==> config.mk <==
export PLATFORM = sky130hd
export DESIGN_NAME = hex_arbiter
export DESIGN_NICKNAME = d
export VERILOG_FILES = /design/src/rtl/hex_arbiter_pkg.sv /design/src/rtl/rr_pick.sv /design/src/rtl/hex_arbiter.sv
export SDC_FILE = /design/constraint.sdc
export NUM_CORES = 1
export LEC_CHECK = 0
export CAP_MARGIN = 20
export CORE_ASPECT_RATIO = 1.1
export CORE_UTILIZATION = 41
export DETAILED_ROUTE_END_ITERATION = 16
export HOLD_SLACK_MARGIN = 0.1
export MAX_ROUTING_LAYER = met4
export PLACE_DENSITY = 0.8
export SYNTH_ARGS = -nofsm -noshare
export SYNTH_HDL_FRONTEND = slang
export SYNTH_SLANG_ARGS = --single-unit
==> constraint.sdc <==
create_clock -name clk -period 2.4 [get_ports clk]
set_clock_uncertainty 0.2 [all_clocks]
set_input_delay 0.36 -clock clk [delete_from_list [all_inputs] [get_ports clk]]
set_output_delay 0.36 -clock clk [all_outputs]
set_load 0.01 [all_outputs]
==> src/rtl/hex_arbiter_pkg.sv <==
// Shared types and width helpers for the hex_arbiter block.
// Used by rr_pick and hex_arbiter.
package hex_arbiter_pkg;

  typedef enum logic [1:0] {
    IDLE      = 2'd0,
    LATCH     = 2'd1,
    WAIT_BUSY = 2'd2,
    WAIT_DONE = 2'd3
  } state_t;

  // A single requester still needs a one-bit grant index.
  function automatic int gid_width(input int num_req);
    return (num_req > 1) ? $clog2(num_req) : 1;
  endfunction

  function automatic int cnt_width(input int busy_timeout);
    return $clog2(busy_timeout + 1);
  endfunction

endpackage

==> src/rtl/rr_pick.sv <==
// Combinational round-robin picker: the first set request at or above ptr,
// otherwise the lowest set request (wrap-around).
module rr_pick
  import hex_arbiter_pkg::*;
#(
  parameter int NUM_REQ = 4,
  parameter int GID_W   = gid_width(NUM_REQ)
) (
  input  logic [NUM_REQ-1:0] req,
  input  logic [GID_W-1:0]   ptr,
  output logic [GID_W-1:0]   winner,
  output logic               valid
);

  always_comb begin
    // NOTE: defaults first so every path assigns winner/valid and no latch is inferred.
    winner = '0;
    valid  = |req;
    // Wrap region: lowest set index overall, scanned downward so the lowest wins.
    for (int j = NUM_REQ - 1; j >= 0; j--) begin
      if (req[j]) winner = GID_W'(j);
    end
    // Any set index at or above the pointer has priority over the wrap region.
    for (int j = NUM_REQ - 1; j >= 0; j--) begin
      if (req[j] && (j >= int'(ptr))) winner = GID_W'(j);
    end
  end

endmodule

==> src/rtl/hex_arbiter.sv <==
// Round-robin arbiter sharing one TM1637 hex driver between NUM_REQ requesters.
// Optional word de-duplication is enabled by defining HEX_ARBITER_DEDUP_EN.
module hex_arbiter
  import hex_arbiter_pkg::*;
#(
  parameter  int NUM_REQ      = 4,
  parameter  int DATA_W       = 16,
  parameter  int BUSY_TIMEOUT = 16,
  localparam int GID_W        = gid_width(NUM_REQ)
) (
  input  logic                      clk,
  input  logic                      rst,
  input  logic [NUM_REQ-1:0]        req,
  input  logic [NUM_REQ*DATA_W-1:0] req_data,
  output logic [NUM_REQ-1:0]        ack,
  input  logic                      hex_busy,
  output logic                      hex_data_latch,
  output logic [DATA_W-1:0]         hex_data_in,
  output logic [GID_W-1:0]          grant_id,
  output logic                      busy,
  output logic                      timeout_err
);

  localparam int CNT_W = cnt_width(BUSY_TIMEOUT);

  state_t            state;
  logic [GID_W-1:0]  rr_ptr;
  logic [GID_W-1:0]  pick;
  logic [GID_W-1:0]  ptr_next;
  logic              pick_valid;
  logic [CNT_W-1:0]  wait_cnt;
  logic [CNT_W-1:0]  cnt_inc;
  logic              timeout_hit;
  logic              dup_hit;
  logic [DATA_W-1:0] words [NUM_REQ];

  for (genvar g = 0; g < NUM_REQ; g++) begin : g_words
    assign words[g] = req_data[g*DATA_W +: DATA_W];
  end

  rr_pick #(
    .NUM_REQ (NUM_REQ),
    .GID_W   (GID_W)
  ) u_rr_pick (
    .req    (req),
    .ptr    (rr_ptr),
    .winner (pick),
    .valid  (pick_valid)
  );

  assign ptr_next    = (pick == GID_W'(NUM_REQ - 1)) ? '0 : pick + 1'b1;
  assign cnt_inc     = wait_cnt + 1'b1;
  assign timeout_hit = (state == WAIT_BUSY) && !hex_busy &&
                       (cnt_inc == CNT_W'(BUSY_TIMEOUT - 1));
  assign busy        = (state != IDLE);

`ifdef HEX_ARBITER_DEDUP_EN
  logic [DATA_W-1:0] last_sent;
  logic              last_valid;

  assign dup_hit = last_valid && (words[pick] == last_sent);

  always_ff @(posedge clk) begin
    if (rst) begin
      last_sent  <= '0;
      last_valid <= 1'b0;
    end else if ((state == LATCH) && hex_data_latch) begin
      last_sent  <= hex_data_in;
      last_valid <= 1'b1;
    end else if (timeout_hit) begin
      last_valid <= 1'b0;
    end
  end
`else
  assign dup_hit = 1'b0;
`endif

  always_ff @(posedge clk) begin
    // NOTE: non-blocking assignments so every register here samples pre-edge values.
    if (rst) begin
      state          <= IDLE;
      ack            <= '0;
      hex_data_latch <= 1'b0;
      hex_data_in    <= '0;
      grant_id       <= '0;
      rr_ptr         <= '0;
      wait_cnt       <= '0;
      timeout_err    <= 1'b0;
    end else begin
      ack            <= '0;
      hex_data_latch <= 1'b0;
      timeout_err    <= 1'b0;
      case (state)
        IDLE: begin
          if (pick_valid && !hex_busy) begin
            hex_data_in    <= words[pick];
            grant_id       <= pick;
            rr_ptr         <= ptr_next;
            ack            <= NUM_REQ'(1) << pick;
            hex_data_latch <= !dup_hit;
            state          <= LATCH;
          end
        end
        LATCH: begin
          wait_cnt <= '0;
          // A suppressed duplicate has nothing in flight downstream.
          state    <= hex_data_latch ? WAIT_BUSY : IDLE;
        end
        WAIT_BUSY: begin
          if (hex_busy) begin
            state <= WAIT_DONE;
          end else if (timeout_hit) begin
            timeout_err <= 1'b1;
            state       <= IDLE;
          end else begin
            wait_cnt <= cnt_inc;
          end
        end
        WAIT_DONE: begin
          if (!hex_busy) state <= IDLE;
        end
        default: state <= IDLE;
      endcase
    end
  end

endmodule

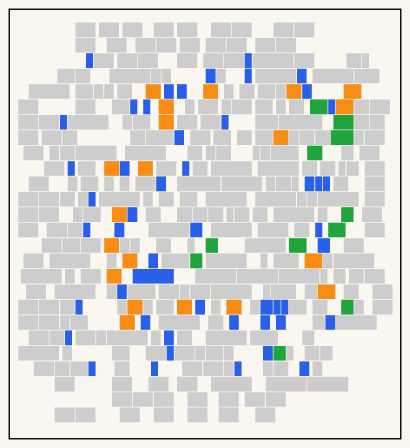
**Above:** selected gate families.
colour	family	cells
orange	non-inverting ao/oa cells	20
green	and/or cells	11
blue	nand cells	49
number of cells in the finished layout apart from fillers: 405
multi-input gate share of total cell area: 38.8%
commonest non-fill, non-tap cell in the layout: sky130_fd_sc_hd__clkdlybuf4s50_1

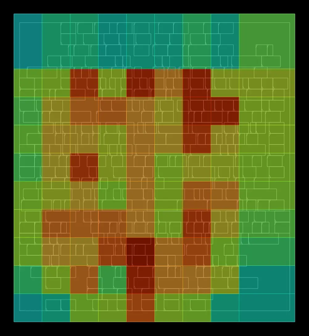
**Above:** track usage over the die.
met2 track demand over resource: 45.8%
Util after Layout: 68.3%
busiest layer in global routing: met2
met1 Resource Use GR: 30.6%
global routing usage on met3: 6.59%

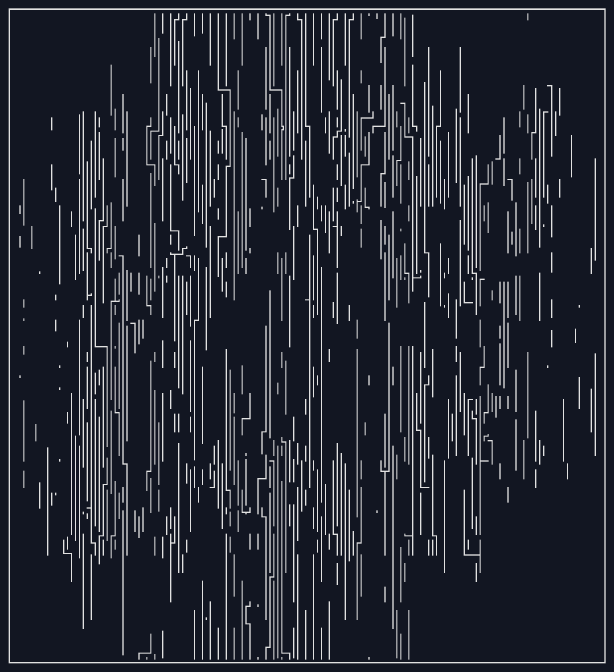
**Above:** met2 routing.
wire length on this layer	3250 µm
main direction	vertical
longest straight run	29.2 µm
total via count in the routed design: 2349
final routed wirelength across all metal layers: 6480 µm

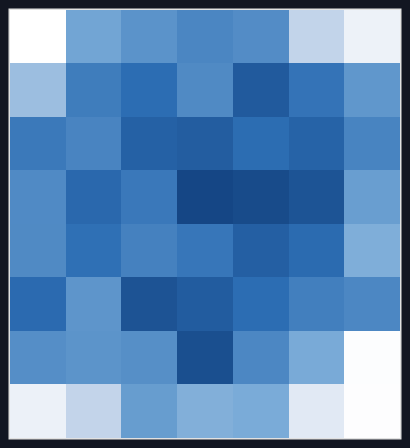
**Above:** cell density map.
The die is cut into 7 by 8 equal tiles; white is low, dark blue is high, 0 to 100% covered.
fullest tile	91%
nearly empty tiles	5.4%
emptiest ninth of the die	bottom right
densest ninth of the die	middle
tiles over 75% full	30%
Core Area: 0.00468 mm²
share of the core filled by cells before placement: 43.1%

==> impl_metrics.csv <==
group,metric,value,unit
outcome,run_status,"complete, no violations",
final_timing,setup_tns,0,ps
layout,numSequentialCells,33,
synth,ys.flop_type,"sky130_fd_sc_hd__dfxtp_1",
synth,yosys_warnings,0,
synth,post-synth-top-area-cell,"sky130_fd_sc_hd__dfxtp_1",
synth,synth.cellmix.simpleShare,22.9,%
synth,edf_count,0,
synth,logic_family,"AND-OR/OR-AND gates",
synth,synth.mux.area_fraction,0.744,%
synth,synth_flop_count,33,
synth,netlist.area_leader.share,32.7,%
layout,nonClkBufAreaFrac,35.2,%
layout,logic_gate_count,189,
layout,n_all_buffers,115,
placed_design,gpl_wtd_cong,0.806,
critical_path,worstSetupStartpointType,"input port",
cts,ctsHoldBuffers,0,
layout,reg_top3,"hex_data_in x16, wait_cnt x5, ack x4",
layout,mostFrequentLayoutCells,"sky130_fd_sc_hd__clkdlybuf4s50_1, sky130_fd_sc_hd__dfxtp_1, sky130_fd_sc_hd__nand2_1, sky130_fd_sc_hd__o21ai_0, sky130_fd_sc_hd__nand3_1",
route,vias_per_cell,5.80,
final_timing,slew-limit-headroom,67.3,%
synth,synth.yosys.chip_area,0.00202,mm²
global_route,number_of_antenna_violations_at_the_first_check_in_global_routing,0,
layout,synthToLayoutAreaGrowth,58.5,%
final_timing,whs,269,ps
route,met2_wirelength,3250,µm
route,detailed_router_s_first_iteration_violation_count,143,
critical_path,worst-endpoint-arrival,2170,ps
global_route,number_of_global_route_vias_before_repair,2344,
final_timing,timing.final.hold_violations,0,
cts,clock-root-buffer,"sky130_fd_sc_hd__clkbuf_8",
floorplan,taps,56,
critical_path,cpPeakStageDelay,540,ps
synth,synth.yosys.num_cells,244,
critical_path,worstSetupStartpoint,"req[1]",
power,clock_power_share,24.6,%
route,detailedRoute.firstPassIterationCount,4,
floorplan,die.size.x,68.9,µm
route,detailroute.wirelength.met3,369,µm
critical_path,critical_path.max_fanout,16,
job,openroad.warnings,27,
critical_path,worst_setup_path_end_kind,"flop",
cts,cts.clk_slew.worst_paths,70,ps
hold_path,worstHoldStart,"grant_id[1]$_SDFFE_PP0N_",
hold_path,whs_path_depth,2,
global_route,globalRouteTotalUtil,27.4,%
synth,netlist-cell-type-count,47,
synth,netlist_top_cells_count,"sky130_fd_sc_hd__dfxtp_1, sky130_fd_sc_hd__nand2_1, sky130_fd_sc_hd__o21ai_0",
placed_design,dp_cells,397,
layout,clockNetworkAreaShare,2.70,%
final_timing,fmaxAchievable,463,MHz
power,netSwitchingFraction,32.8,%
critical_path,cp_common_cell,"sky130_fd_sc_hd__buf_4",
job,cap_viol_max_count,0,
synth,yosys.cell_count.top_type,"sky130_fd_sc_hd__dfxtp_1",
global_route,grt_pass1_wl,10300,µm
critical_path,logic_depth_of_the_worst_setup_path_including_buffers,8,
synth,netlist_area,0.00202,mm²
synth,synthesis.nets,317,
critical_path,required,2410,ps
final_timing,worst_slew_pin_slew,490,ps
hold_path,hold_path_class,"reg2reg",
power,maxPowerGroup,"sequential cells",
layout,seq_area_share,20.6,%
Power and IR drop assume default switching activity.
